===== config.mk =====
export PLATFORM = sky130hd
export DESIGN_NAME = rom_arbiter
export DESIGN_NICKNAME = d
export VERILOG_FILES = /design/src/rtl/rom_arbiter.sv
export SDC_FILE = /design/constraint.sdc
export NUM_CORES = 1
export LEC_CHECK = 0
export CORE_MARGIN = 5
export CORE_UTILIZATION = 48
export DETAILED_ROUTE_END_ITERATION = 7
export GPL_TIMING_DRIVEN = 0
export HOLD_SLACK_MARGIN = 0.06
export PLACE_DENSITY = 0.86
export SLEW_MARGIN = 20
export SYNTH_ARGS = -nofsm -noshare
export SYNTH_HDL_FRONTEND = slang
export SYNTH_SLANG_ARGS = --single-unit

===== constraint.sdc =====
create_clock -name clock -period 3 [get_ports clock]
set_input_delay 0.6 -clock clock [delete_from_list [all_inputs] [get_ports clock]]
set_output_delay 0.6 -clock clock [all_outputs]
set_load 0.03 [all_outputs]

===== src/rtl/rom_arbiter.sv =====
// Round-robin burst arbiter sharing one synchronous ROM between two requesters.
// Issues sequential addresses and returns tagged, registered words to the owner.
module rom_arbiter #(
  parameter int unsigned ADDR_W = 8,
  parameter int unsigned DATA_W = 32,
  parameter int unsigned RD_LAT = 2,
  parameter int unsigned LEN_W  = 8
) (
  input  logic              clock,
  input  logic              reset,
  input  logic              req0,
  input  logic [ADDR_W-1:0] start0,
  input  logic [LEN_W-1:0]  len0,
  output logic              busy0,
  output logic              valid0,
  output logic [DATA_W-1:0] data0,
  output logic              done0,
  input  logic              req1,
  input  logic [ADDR_W-1:0] start1,
  input  logic [LEN_W-1:0]  len1,
  output logic              busy1,
  output logic              valid1,
  output logic [DATA_W-1:0] data1,
  output logic              done1,
  output logic [ADDR_W-1:0] rom_address,
  input  logic [DATA_W-1:0] rom_q
);

  localparam logic [ADDR_W-1:0] AddrOne = 1;
  localparam logic [LEN_W-1:0]  LenOne  = 1;

  typedef enum logic [1:0] {StIdle, StIssue, StDrain} state_e;

  state_e              state_q, state_d;
  logic                last_grant_q, last_grant_d;
  logic                owner_q, owner_d;
  logic [ADDR_W-1:0]   addr_q, addr_d;
  logic [LEN_W-1:0]    left_q, left_d;
  logic                busy0_q, busy0_d, busy1_q, busy1_d;

  // Tag pipeline: one stage per cycle of ROM latency; the output registers form the last stage.
  logic [RD_LAT-1:0]   pv_q, pv_d;
  logic [RD_LAT-1:0]   pl_q, pl_d;
  logic [RD_LAT-1:0]   po_q, po_d;

  logic                valid0_q, valid0_d, valid1_q, valid1_d;
  logic                done0_q, done0_d, done1_q, done1_d;
  logic [DATA_W-1:0]   data0_q, data0_d, data1_q, data1_d;

  logic                gnt_sel;
  logic                tag_v, tag_l;
  logic                out_v, out_l, out_o;

  // Tie goes to the requester that did not win last time.
  assign gnt_sel = (req0 && req1) ? ~last_grant_q : req1;

  assign tag_v = (state_q == StIssue);
  assign tag_l = tag_v && (left_q == '0);

  assign out_v = pv_q[RD_LAT-1];
  assign out_l = pl_q[RD_LAT-1];
  assign out_o = po_q[RD_LAT-1];

  always_comb begin
    state_d      = state_q;
    last_grant_d = last_grant_q;
    owner_d      = owner_q;
    addr_d       = addr_q;
    left_d       = left_q;
    busy0_d      = busy0_q;
    busy1_d      = busy1_q;

    unique case (state_q)
      StIdle: begin
        if (req0 || req1) begin
          addr_d       = gnt_sel ? start1 : start0;
          left_d       = gnt_sel ? len1 : len0;
          busy0_d      = ~gnt_sel;
          busy1_d      = gnt_sel;
          last_grant_d = gnt_sel;
          owner_d      = gnt_sel;
          state_d      = StIssue;
        end
      end
      StIssue: begin
        if (left_q == '0) begin
          state_d = StDrain;
        end else begin
          addr_d = addr_q + AddrOne;
          left_d = left_q - LenOne;
        end
      end
      StDrain: begin
        // The last word is on the outputs this cycle; release on this edge.
        if (done0_q || done1_q) begin
          busy0_d = 1'b0;
          busy1_d = 1'b0;
          state_d = StIdle;
        end
      end
      default: state_d = StIdle;
    endcase
  end

  always_comb begin
    pv_d = pv_q;
    pl_d = pl_q;
    po_d = po_q;
    for (int i = int'(RD_LAT) - 1; i > 0; i--) begin
      pv_d[i] = pv_q[i-1];
      pl_d[i] = pl_q[i-1];
      po_d[i] = po_q[i-1];
    end
    pv_d[0] = tag_v;
    pl_d[0] = tag_l;
    po_d[0] = owner_q;
  end

  always_comb begin
    valid0_d = out_v && !out_o;
    valid1_d = out_v && out_o;
    done0_d  = valid0_d && out_l;
    done1_d  = valid1_d && out_l;
    data0_d  = valid0_d ? rom_q : data0_q;
    data1_d  = valid1_d ? rom_q : data1_q;
  end

  always_ff @(posedge clock) begin
    if (reset) begin
      state_q      <= StIdle;
      last_grant_q <= 1'b1;
      owner_q      <= 1'b0;
      addr_q       <= '0;
      left_q       <= '0;
      busy0_q      <= 1'b0;
      busy1_q      <= 1'b0;
      pv_q         <= '0;
      pl_q         <= '0;
      po_q         <= '0;
      valid0_q     <= 1'b0;
      valid1_q     <= 1'b0;
      done0_q      <= 1'b0;
      done1_q      <= 1'b0;
      data0_q      <= '0;
      data1_q      <= '0;
    end else begin
      state_q      <= state_d;
      last_grant_q <= last_grant_d;
      owner_q      <= owner_d;
      addr_q       <= addr_d;
      left_q       <= left_d;
      busy0_q      <= busy0_d;
      busy1_q      <= busy1_d;
      pv_q         <= pv_d;
      pl_q         <= pl_d;
      po_q         <= po_d;
      valid0_q     <= valid0_d;
      valid1_q     <= valid1_d;
      done0_q      <= done0_d;
      done1_q      <= done1_d;
      data0_q      <= data0_d;
      data1_q      <= data1_d;
    end
  end

  assign busy0       = busy0_q;
  assign busy1       = busy1_q;
  assign valid0      = valid0_q;
  assign valid1      = valid1_q;
  assign done0       = done0_q;
  assign done1       = done1_q;
  assign data0       = data0_q;
  assign data1       = data1_q;
  assign rom_address = addr_q;

endmodule


### Ports around the boundary, run 1

Pins as bars across the die edge, other pins in gray.
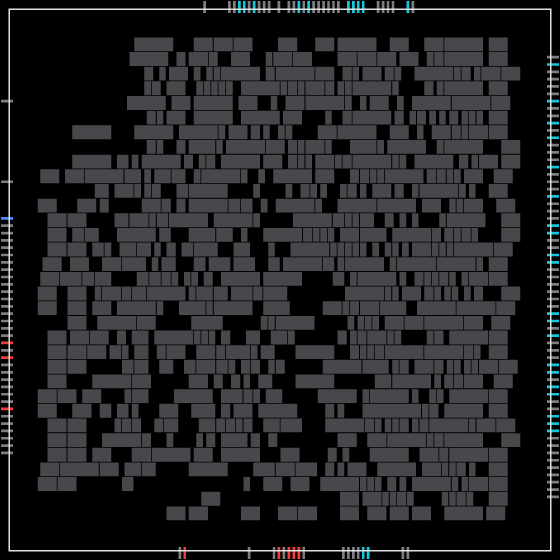
legend:
  rom_q:
    color: cyan
    pins: 32
    direction: input
    edge: 20 right, 10 top, 2 bottom
  req1:
    color: blue
    pins: 1
    direction: input
    edge: left
  len1:
    color: red
    pins: 8
    direction: input
    edge: 5 bottom, 3 left
all pins by edge: 61 right, 35 left, 32 top, 18 bottom
height of the chip: 100 µm
floorplan die width: 100 µm

### Signal wires by layer, run 1

Only two layers are drawn.
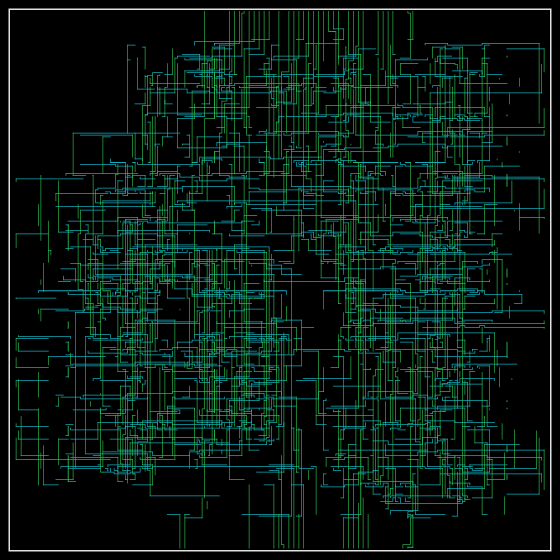
legend:
  met2:
    color: green
    wire_length: 5700 µm
  met1:
    color: cyan
    wire_length: 4880 µm
total via count after detailed routing: 4005
total global routing track utilization: 0.232
Total Routed Length: 11900 µm
routed len/inst: 16.0 µm

==> run notes, run 1 <==
Implementation numbers.

- The count of routing violations after the opening detailed-route iteration is around 200.
- The clock tree from TritonCTS is yes.
- The instance count along the most critical hold path is 1.
- The share of total power dissipated in the clock network is 0.238.
- The total power draw is 3.74 mW.
- The routed design shows a via density per instance of 5.40.
- The last timing report of the flow puts the setup violation total at 0.
- The worst-case reg-to-reg setup slack stands at 1.06 ns.
- The worst-case vdd ir drop is 0.497 mV.
- Power spread over the standard cell area amounts to 656 mW/mm².
- The reported net switching power is 1.37 mW.
- The clock drives 96 sinks.
- The script extracted a total leakage power of 1.97 nW.
- Counting pins that exceed their max-slew limit in the final report gives 0.
- A synthesized cell averages 8.21 µm².
- Setup repair after global routing left no endpoint under its margin.
- Hold repair after CTS inserted 0 buffers.
- The worst setup path is of the in2reg kind.
- The number of global-route vias before repair came to 3963.
- The floorplan has 33 rows.
- The area growth from synthesis to final layout is 45.7%.
- The end point of the worst hold path is pv_q[1]$_SDFF_PP0_.
- The power report lists the combinational group at approximately 1.3 mW.
- Per the timing report, the biggest fanout along the worst path comes to 10.
- The flow ran to the end, and the final reports show no timing, DRC or antenna violations.
- The count of warning messages emitted by the tools is 27.
- Clock tree synthesis inserted a total of 9 buffers.
- The number of setup buffers added after CTS is 0.
- The launch instance of the worst register-to-register path is state_q[0]$_SDFFE_PP0P_.
- The worst setup path is captured at a flip-flop.
- For this run, the post-layout net count is 702.
- The count of input and output buffers is around 140.
- Of the total power, the share spent switching nets is 0.366.
- The proportion of layout cells with a drive suffix above 1 is 0.0519.
- The summed negative setup slack over all endpoints is 0 ns.
- The total core area is 0.00805 mm².
- The final timing report derives a shortest allowable period of between 2 and 2.5 ns.
- According to the report, the first pass of detailed routing completed in 5 iterations.
- The number of standard cells after synthesis is around 480.
- The CTS clock-pin slew for the worst setup and hold paths is roughly 0.1 ns.
- CTS built an H-tree with a depth of 3.
- The post-synthesis instance area is between 0.003 and 0.004 mm².
- The worst path arrival time is 2.49 ns.
- The group that draws the most power in this run is sequential cells.
- The clock root buffer is clkbuf_8.
- The number of antenna violations at the first check in global routing was 0.
- The critical-path cell with the highest stage delay is clkdlybuf4s50_1.
- The count of boundary I/O pins is approximately 150.
- Yosys printed 0 warnings.
- The transition at the pin with the smallest max-transition slack is 0.629 ns.
- The initial core utilization is 0.485.
- Dividing the final minimum period by the clock period gives 0.744.
- According to the timing report, the data required time at the worst endpoint equals 3.26 ns.
- TritonRoute reported its final design rule violation total as 0.
- According to the hold report, the worst path is of the reg2reg type.
- The overflow left after global routing is 0.
- The beginning of the worst hold path is pv_q[0]$_SDFF_PP0_.
- The number of hold violations in the final report is 0.
- The Yosys chip area is 0.00391 mm².
- The final weighted congestion in routability-driven placement is 0.875.
- The endpoint of the worst register-to-register path is rom_address[2]$_SDFFE_PP0P_.
- For this run, the script counts the antenna cells in the layout as 0.
- For this run the detailed placement stage logged an HPWL of 8910 µm.
- Traced cell by cell, the critical path runs through clkdlybuf4s50_1 -> a21boi_0 -> buf_2 -> buf_4 -> mux2i_1 -> o21ai_0 -> a32o_1.
- Entering global routing, the biggest net connects 19 pins.
- The number of nets at floorplan is between 500 and 600.
- The number of nets with antenna violations after detailed routing is 0.
- The flip-flop and latch count after synthesis is approximately 96.
- In the layout the commonest cells are 144 x clkdlybuf4s50_1, 141 x nand2_1, 96 x dfxtp_1, 71 x a21oi_1, 25 x clkbuf_1.
- Static timing analysis puts the maximum clock frequency at between 400 and 500 MHz.
- The count of cell types in the netlist is between 40 and 50.
- The worst hold slack across all endpoints is 0.446 ns.
- The first-pass GRT wire length is 18800 µm.
- The post-cts resize count is 0.
- The worst setup path is launched from an input port.
- The reported sequential group power is 1.56 mW.
### Selected gate families, run 1

Scale bar: 20 µm.
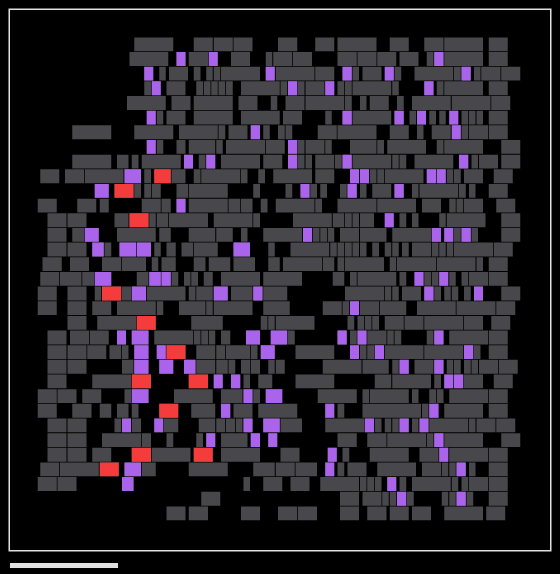
legend:
  AND-OR and OR-AND gates:
    color: red
    cells: 12
    most_used: a32o_1
  inverting AOI/OAI gates:
    color: purple
    cells: 105
    most_used: a21oi_1
most numerous logic cell after layout: clkdlybuf4s50_1
final instance count without filler cells: 741
fraction of standard cell area in multi-input logic: 0.318

## run 1: synthesized netlist by cell type, drive strengths merged
library cell  number  area (µm²)
or2                2        12.5
o21ai             10        50.1
a31oi              1        6.26
nor3               7        45.0
nand3b             3        22.5
o31ai              2        15.0
nand3              6        30.0
o22ai              3        18.8
o32ai              1        8.76
a32o              10         100
a21oi             71         355
mux2i             11         110
and4               1        8.76
o2bb2ai            3        26.3
and3               4        25.0
a221o              1        10.0
inv                3        11.3
a21boi             1        7.51
clkbuf            25        93.8
nor2              19        71.3
ha                 3        37.5
nor4               2        18.8
dfxtp             96        1920
a211o              1        8.76
mux2               5        56.3
nand4              3        25.0
nand2            141         529
nand4b             1        8.76
nor2b              8        50.1
o211ai             5        37.5
buf               13        72.6
a2bb2oi            1        8.76
a211oi             2        15.0
nand2b             2        12.5
or4b               1        10.0
or4                2        15.0
o2111ai            5        43.8
and2               1        6.26
## run 1: cell type report
type	instances	area (µm²)	area share
Buffer	38	166	0.0292
Clock buffer	9	124	0.0218
Clock inverter	7	87.6	0.0154
Inverter	3	11.3	0.00198
Multi-Input combinational cell	339	1810	0.318
Sequential cell	96	1920	0.338
Tap cell	105	131	0.0231
Timing Repair Buffer	144	1440	0.253
## run 1: worst max path at each step
stage	startpoint	to	slack, ns	cells past startpoint
after floorplan	req1	rom_address[4]$_SDFFE_PP0P_	1.25	6
after detailed placement	req1	rom_address[2]$_SDFFE_PP0P_	0.38	7
after global routing	req1	rom_address[2]$_SDFFE_PP0P_	0.69	7
after global placement	req1	left_q[7]$_SDFFE_PP0P_	0.43	7
after CTS	req1	rom_address[2]$_SDFFE_PP0P_	0.75	7
final	req1	rom_address[2]$_SDFFE_PP0P_	0.77	7
## run 1: metrics by stage
step	cell area (µm²)	cells	worst slack [ns]
finish	5690	741	0.767
global route	5690	741	0.691
CTS	5690	741	0.748
detailed placement	5480	725	0.377
global placement	5480	725	0.435
floorplan	3910	476	1.25
## run 1: sequential cells by signal, summed over array words and instances, names as in the netlist
| register | count |
|---|---|
| data0 | 32 |
| data1 | 32 |
| left_q | 8 |
| rom_address | 8 |
| pl_q | 2 |
| po_q | 2 |
| pv_q | 2 |
| state_q | 2 |
| busy0 | 1 |
| busy1 | 1 |
| done0 | 1 |
| done1 | 1 |
| last_grant_q | 1 |
| owner_q | 1 |
| valid0 | 1 |
| valid1 | 1 |
## run 1: critical path, delay by kind of cell
| family | cells | cell delay (ns) |
|---|---|---|
| AND-OR/OR-AND | 3 | 0.56 |
| buffers and inverters | 3 | 1.09 |
| multiplexers | 1 | 0.24 |
## run 1: kinds of logic (layout without fill, tap and decap cells)
group	Yosys count	after routing	share of synthesized area
compound gates	117	117	0.182
fa+ha+maj	3	3	0.00961
buf+inv	41	201	0.0455
flops	96	96	0.492
mux	16	16	0.0426
simple gates	203	203	0.228
## run 1: routing by layer
layer	track usage	part of all wire	wire length (µm)
met4	0.0912	0.020	237
met3	0.0507	0.089	1050
met1	0.282	0.41	4880
met5	0	0	0
met2	0.398	0.48	5700
==> run 1 -> run 2 <==
Settings changed: CORE_UTILIZATION 48 to 44, PLACE_DENSITY 0.86 to 0.8.
Clock period 3 ns to 2.06 ns, I/O delays scaled along.
### Selected gate families, run 2

Scale bar: 20 µm.
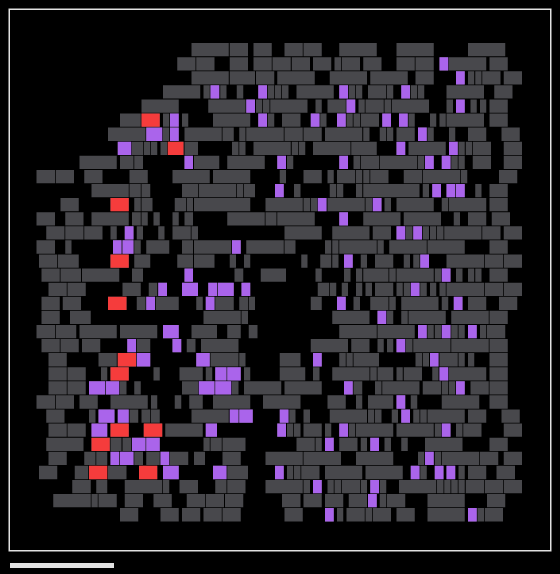
legend:
  inverting AOI/OAI gates:
    color: purple
    cells: 105
    most_used: a21oi_1
  AND-OR and OR-AND gates:
    color: red
    cells: 12
    most_used: a32o_1
fraction of standard cell area in multi-input logic: 0.317
final instance count without filler cells: 744

==> run notes, run 2 <==
Implementation numbers.

- The register-to-register setup slack is 0.18 ns (-0.88 ns).
- The number of detailed-route iterations in the first pass is 5 (unchanged).
- The kind of end point of the critical path is an output pin.
- The Yosys chip area came to 0.00391 mm² (unchanged).
- The number of buffers and inverters on the critical path is 1 (-2).
- The number of nets with antenna violations after detailed routing is 0 (unchanged).
- The total power draw is 5.54 mW (+48%).
- The number of standard cells after synthesis came to 476 (unchanged).
- The post-synthesis instance area came to 0.00391 mm² (unchanged).
- The run finished with clean final reports.
- The number of max-slew violations in the final report came to 0 (unchanged).
- The met2 wire length is 5730 µm (+0.53%).
- The die width is 104 µm (+4.0%).
- Among all flip-flop cells after synthesis, the most frequent one is dfxtp_1.
- By instance count, the leading cell after synthesis is nand2_1.
- The worst-case vdd ir drop is 0.445 mV (-10%).
- The post-cts resize count is 0 (unchanged).
- Per STA, the worst path accumulates the most delay in the family buffers and inverters.
- The overflow left after global routing is 0 (unchanged).
- The critical path goes through clkdlybuf4s50_1.
- The worst hold path belongs to the class reg2reg.
- The power per standard cell area is 969 mW/mm² (+48%).
- CTS placed an instance of clkbuf_8 at the clock tree root.
- The mean post-synth cell area was 8.21 µm² (unchanged).
- Per the cell usage report, the commonest logic cells after layout are 144 x clkdlybuf4s50_1, 141 x nand2_1, 96 x dfxtp_1, 71 x a21oi_1, 24 x clkbuf_1.
- The number of nets at floorplan was 547 (unchanged).
- Signal nets in the final route climb as high as met4.
- STA lists the endpoint of the worst register-to-register path as left_q[6]$_SDFFE_PP0P_.
- The detailed placement HPWL came to 9030 µm (+1.3%).
- The fmax is 518 MHz.
- The most critical setup path has its endpoint at rom_address[4].
- The flow measured a signed area growth from synthesis to layout of 46.3%.
- The pin count of the biggest net entering global routing is 18 (-1).
- The number of warnings reported in the yosys synthesis log is 0 (unchanged).
- TritonCTS built the clock tree.
- The count of cell types in the netlist is 46 (unchanged).
- The total core area was 0.00868 mm² (+7.8%).
- The row count is 34 (+3.0%).
- The shortest period the worst path allows is approximately 1.9 ns.
- The total routing resource utilization after global routing is 0.211 (-0.0208).
- The count of warning messages emitted by the tools came to 27 (unchanged).
- The number of antenna violations at the first check in global routing is 0 (unchanged).
- The transition at the pin with the smallest max-transition slack is 0.642 ns (+0.0136 ns).
- The count of boundary I/O pins was 146 (unchanged).
- The share of the clock period used by the worst path is 0.937.
- The worst path arrival time is 1.52 ns (-0.97 ns).
- The routed length on met3 is 955 µm (-9.1%).
- The worst setup path is launched from a flip-flop.
- The number of buffers inserted for hold repair after clock tree synthesis is 0 (unchanged).
- The diode insertion count for antenna repair is 0 (unchanged).
- The CTS clock-pin slew for the worst setup and hold paths is 0.10 ns (about the same).
- The number of enable flip-flop cells is 0 (unchanged).
-- run 2: cell families (layout without fill, tap and decap cells) --
family | count (synthesis) | in the layout | synth area share
and+or+nand+nor | 203 | 203 | 0.228
AOI/OAI and AO/OA | 117 | 117 | 0.182
DFF | 96 | 96 | 0.492
buffers and inverters | 41 | 201 | 0.0455
muxes | 16 | 16 | 0.0426
adders and majority gates | 3 | 3 | 0.00961
-- run 2: cell type report --
cell class                      instances  area [µm²]
Multi-Input combinational cell        339        1810
Clock buffer                            9         124
Tap cell                              108         135
Sequential cell                        96        1920
Clock inverter                          7         103
Inverter                                3        11.3
Timing Repair Buffer                  144        1440
Fill cell                             730        2960
Buffer                                 38         170
-- run 2: worst min path at each step --
stage,from,slack (ns),to
after CTS,po_q[0]$_SDFF_PP0_,0.45,po_q[1]$_SDFF_PP0_
after floorplan,pl_q[0]$_SDFF_PP0_,0.41,pl_q[1]$_SDFF_PP0_
after global placement,pv_q[0]$_SDFF_PP0_,0.42,pv_q[1]$_SDFF_PP0_
after global routing,pv_q[0]$_SDFF_PP0_,0.46,pv_q[1]$_SDFF_PP0_
after detailed placement,po_q[0]$_SDFF_PP0_,0.42,po_q[1]$_SDFF_PP0_
final,po_q[0]$_SDFF_PP0_,0.44,po_q[1]$_SDFF_PP0_
-- run 2: report_power, final --
part | total (mW) | internal, mW | switching (mW) | leakage (nW)
Combinational | 1.90 | 0.801 | 1.10 | 1.09
Sequential | 2.26 | 2.07 | 0.193 | 0.780
Clock | 1.37 | 0.701 | 0.671 | 0.116
-- run 2: per-layer routing --
layer | GRT usage | vias up
li1 | - | 1955
met2 | 0.361 | 187
met4 | 0.0611 | 0
met3 | 0.0596 | 13
met1 | 0.258 | 1840
met5 | 0 | -
-- run 2: through the flow --
step / area [µm²] / setup WS (ns) / TNS, ns / hold WS (ns) / std cells
detailed placement: 5480 / -0.320 / -3.59 / 0.420 / 728
finish: 5720 / 0.130 / 0 / 0.443 / 744
CTS: 5710 / 0.0969 / 0 / 0.446 / 744
floorplan: 3910 / 0.392 / 0 / 0.414 / 476
global route: 5720 / 0.0287 / 0 / 0.461 / 744
global placement: 5480 / -0.320 / -3.43 / 0.418 / 728
==> run 2 -> run 3 <==
Settings changed: CTS_CLUSTER_SIZE from default to 20.
### Ports around the boundary, run 3

Pins as bars across the die edge, other pins in gray.
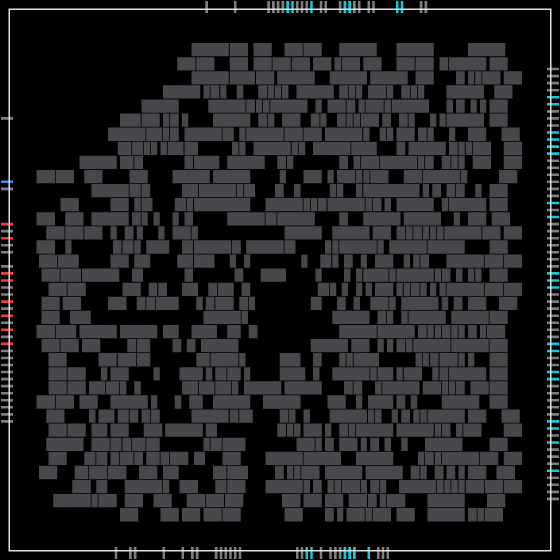
legend:
  rom_q:
    color: cyan
    pins: 32
    direction: input
    edge: 19 right, 7 top, 6 bottom
  len1:
    color: red
    pins: 8
    direction: input
    edge: left
  req1:
    color: blue
    pins: 1
    direction: input
    edge: left
all pins by edge: 62 right, 31 left, 28 bottom, 25 top
number of port buffers: 144
height of the chip: 104 µm
floorplan die width: 104 µm

==> run notes, run 3 <==
Implementation numbers.

- The run finished with clean final reports.
- The post-synthesis cell type with the largest instance count is nand2_1.
- The switching fraction of total power is 0.355 (unchanged).
- The post-cts resize count is 0 (unchanged).
- The power per standard cell area was 969 mW/mm² (unchanged).
- The sequential group share of total power is 0.409 (about the same).
- The number of nets with antenna violations after detailed routing is 0 (unchanged).
- The number of buffers inserted for hold repair after clock tree synthesis is 0 (unchanged).
- The post-placement setup slack was -0.320 ns (unchanged).
- The worst hold slack across all endpoints is 0.443 ns (unchanged).
- The post-synthesis instance area is 0.00391 mm² (unchanged).
- TritonCTS built the clock tree.
- The final worst setup slack is 0.130 ns (unchanged).
- The detailed placement HPWL is 9030 µm (unchanged).
- The number of buffers and inverters on the critical path is 1 (unchanged).
- The internal power is 3.57 mW (unchanged).
- The number of warnings reported in the yosys synthesis log is 0 (unchanged).
- The number of antenna violations at the first check in global routing is 0 (unchanged).
- The total power draw was 5.54 mW (unchanged).
- The number of standard cells after synthesis is 476 (unchanged).
- The count of warning messages emitted by the tools is 27 (unchanged).
- The pin count of the biggest net entering global routing was 18 (unchanged).
- The number of enable flip-flop cells is 0 (unchanged).
- STA classifies the critical path endpoint as an output pin.
- The number of standard cells in the final layout excluding fillers was 744 (unchanged).
- The fmax is 518 MHz (unchanged).
- The count of boundary I/O pins is 146 (unchanged).
- The summed negative setup slack over all endpoints is 0 ns (unchanged).
- The Yosys chip area came to 0.00391 mm² (unchanged).
- The number of inserted filler cells in the final layout is 730 (unchanged).
- The type recorded for the worst min-delay path is reg2reg.
- Among all flip-flop cells after synthesis, the most frequent one is dfxtp_1.
- The share of the clock period used by the worst path is 0.937 (unchanged).
- The power share of the combinational group is 0.343 (about the same).
- The worst-case vdd ir drop was 0.445 mV (unchanged).
- The shortest period the worst path allows is 1.93 ns (unchanged).
- The number of max-slew violations in the final report is 0 (unchanged).
- The critical path startpoint category is a flip-flop.
- The diode insertion count for antenna repair is 0 (unchanged).
- The number of nets at floorplan was 547 (unchanged).
- The mean post-synth cell area was 8.21 µm² (unchanged).
- The final instance area is 0.00572 mm² (unchanged).
- The report lists the cells along the critical path as clkdlybuf4s50_1.
- The overflow left after global routing was 0 (unchanged).
- The worst path arrival time is 1.52 ns (about the same).
- The placed standard-cell area is 0.00548 mm² (unchanged).
- The number of detailed-route iterations in the first pass was 5 (unchanged).
- The area growth from synthesis to final layout is 46.3% (unchanged).
- The CTS clock-pin slew for the worst setup and hold paths is 0.10 ns (about the same).
- The reported net switching power is 1.96 mW (unchanged).
- The transition at the pin with the smallest max-transition slack is 0.642 ns (unchanged).
- The row count is 34 (unchanged).
- The area of all sequential standard cells is 0.00192 mm² (unchanged).
-- run 3: cell counts after synthesis --
No cell type changed its count.
-- run 3: routing by layer --
metal,global-route usage,share of wire
met1,0.258,0.42
met3,0.0596,0.081
met5,0,0
met2,0.361,0.49
met4,0.0611,0.010
-- run 3: cell families after synthesis --
kind of cell,after synthesis,synth area share
adder cells (fa/ha/maj),3,0.00961
flip-flops,96,0.492
AND-OR/OR-AND,117,0.182
buffers and inverters,41,0.0455
multiplexers,16,0.0426
AND/OR/NAND/NOR,203,0.228
-- run 3: area by class of cell --
class / count / area share
Sequential cell: 96 / 0.336
Timing Repair Buffer: 144 / 0.252
Tap cell: 108 / 0.0236
Inverter: 3 / 0.00197
Clock buffer: 9 / 0.0217
Multi-Input combinational cell: 339 / 0.317
Clock inverter: 7 / 0.0180
Buffer: 38 / 0.0298
-- run 3: path summary, 6_finish.rpt --
kind	start	to	slack, ns	depth (start not counted)
setup / recovery	rom_address[4]$_SDFFE_PP0P_	rom_address[4]	0.13	1
hold / removal	po_q[0]$_SDFF_PP0_	po_q[1]$_SDFF_PP0_	0.44	1
setup reg to reg	left_q[0]$_SDFFE_PP0P_	left_q[6]$_SDFFE_PP0P_	0.18	6
hold reg to reg	po_q[0]$_SDFF_PP0_	po_q[1]$_SDFF_PP0_	0.44	1
-- run 3: power by group through the flow --
| stage | Clock, mW | Combinational, mW | Sequential, mW |
|---|---|---|---|
| 2_1_floorplan | 0 | 1.00 | 2.48 |
| 3_3_place_gp | 0 | 1.83 | 2.30 |
| 5_1_grt | 1.50 | 2.05 | 2.29 |
| 6_report | 1.37 | 1.90 | 2.26 |
| 4_1_cts | 1.41 | 1.88 | 2.26 |
| 3_5_place_dp | 0 | 1.87 | 2.30 |
Power figures rest on the tool's default switching activity, not on a simulated workload.
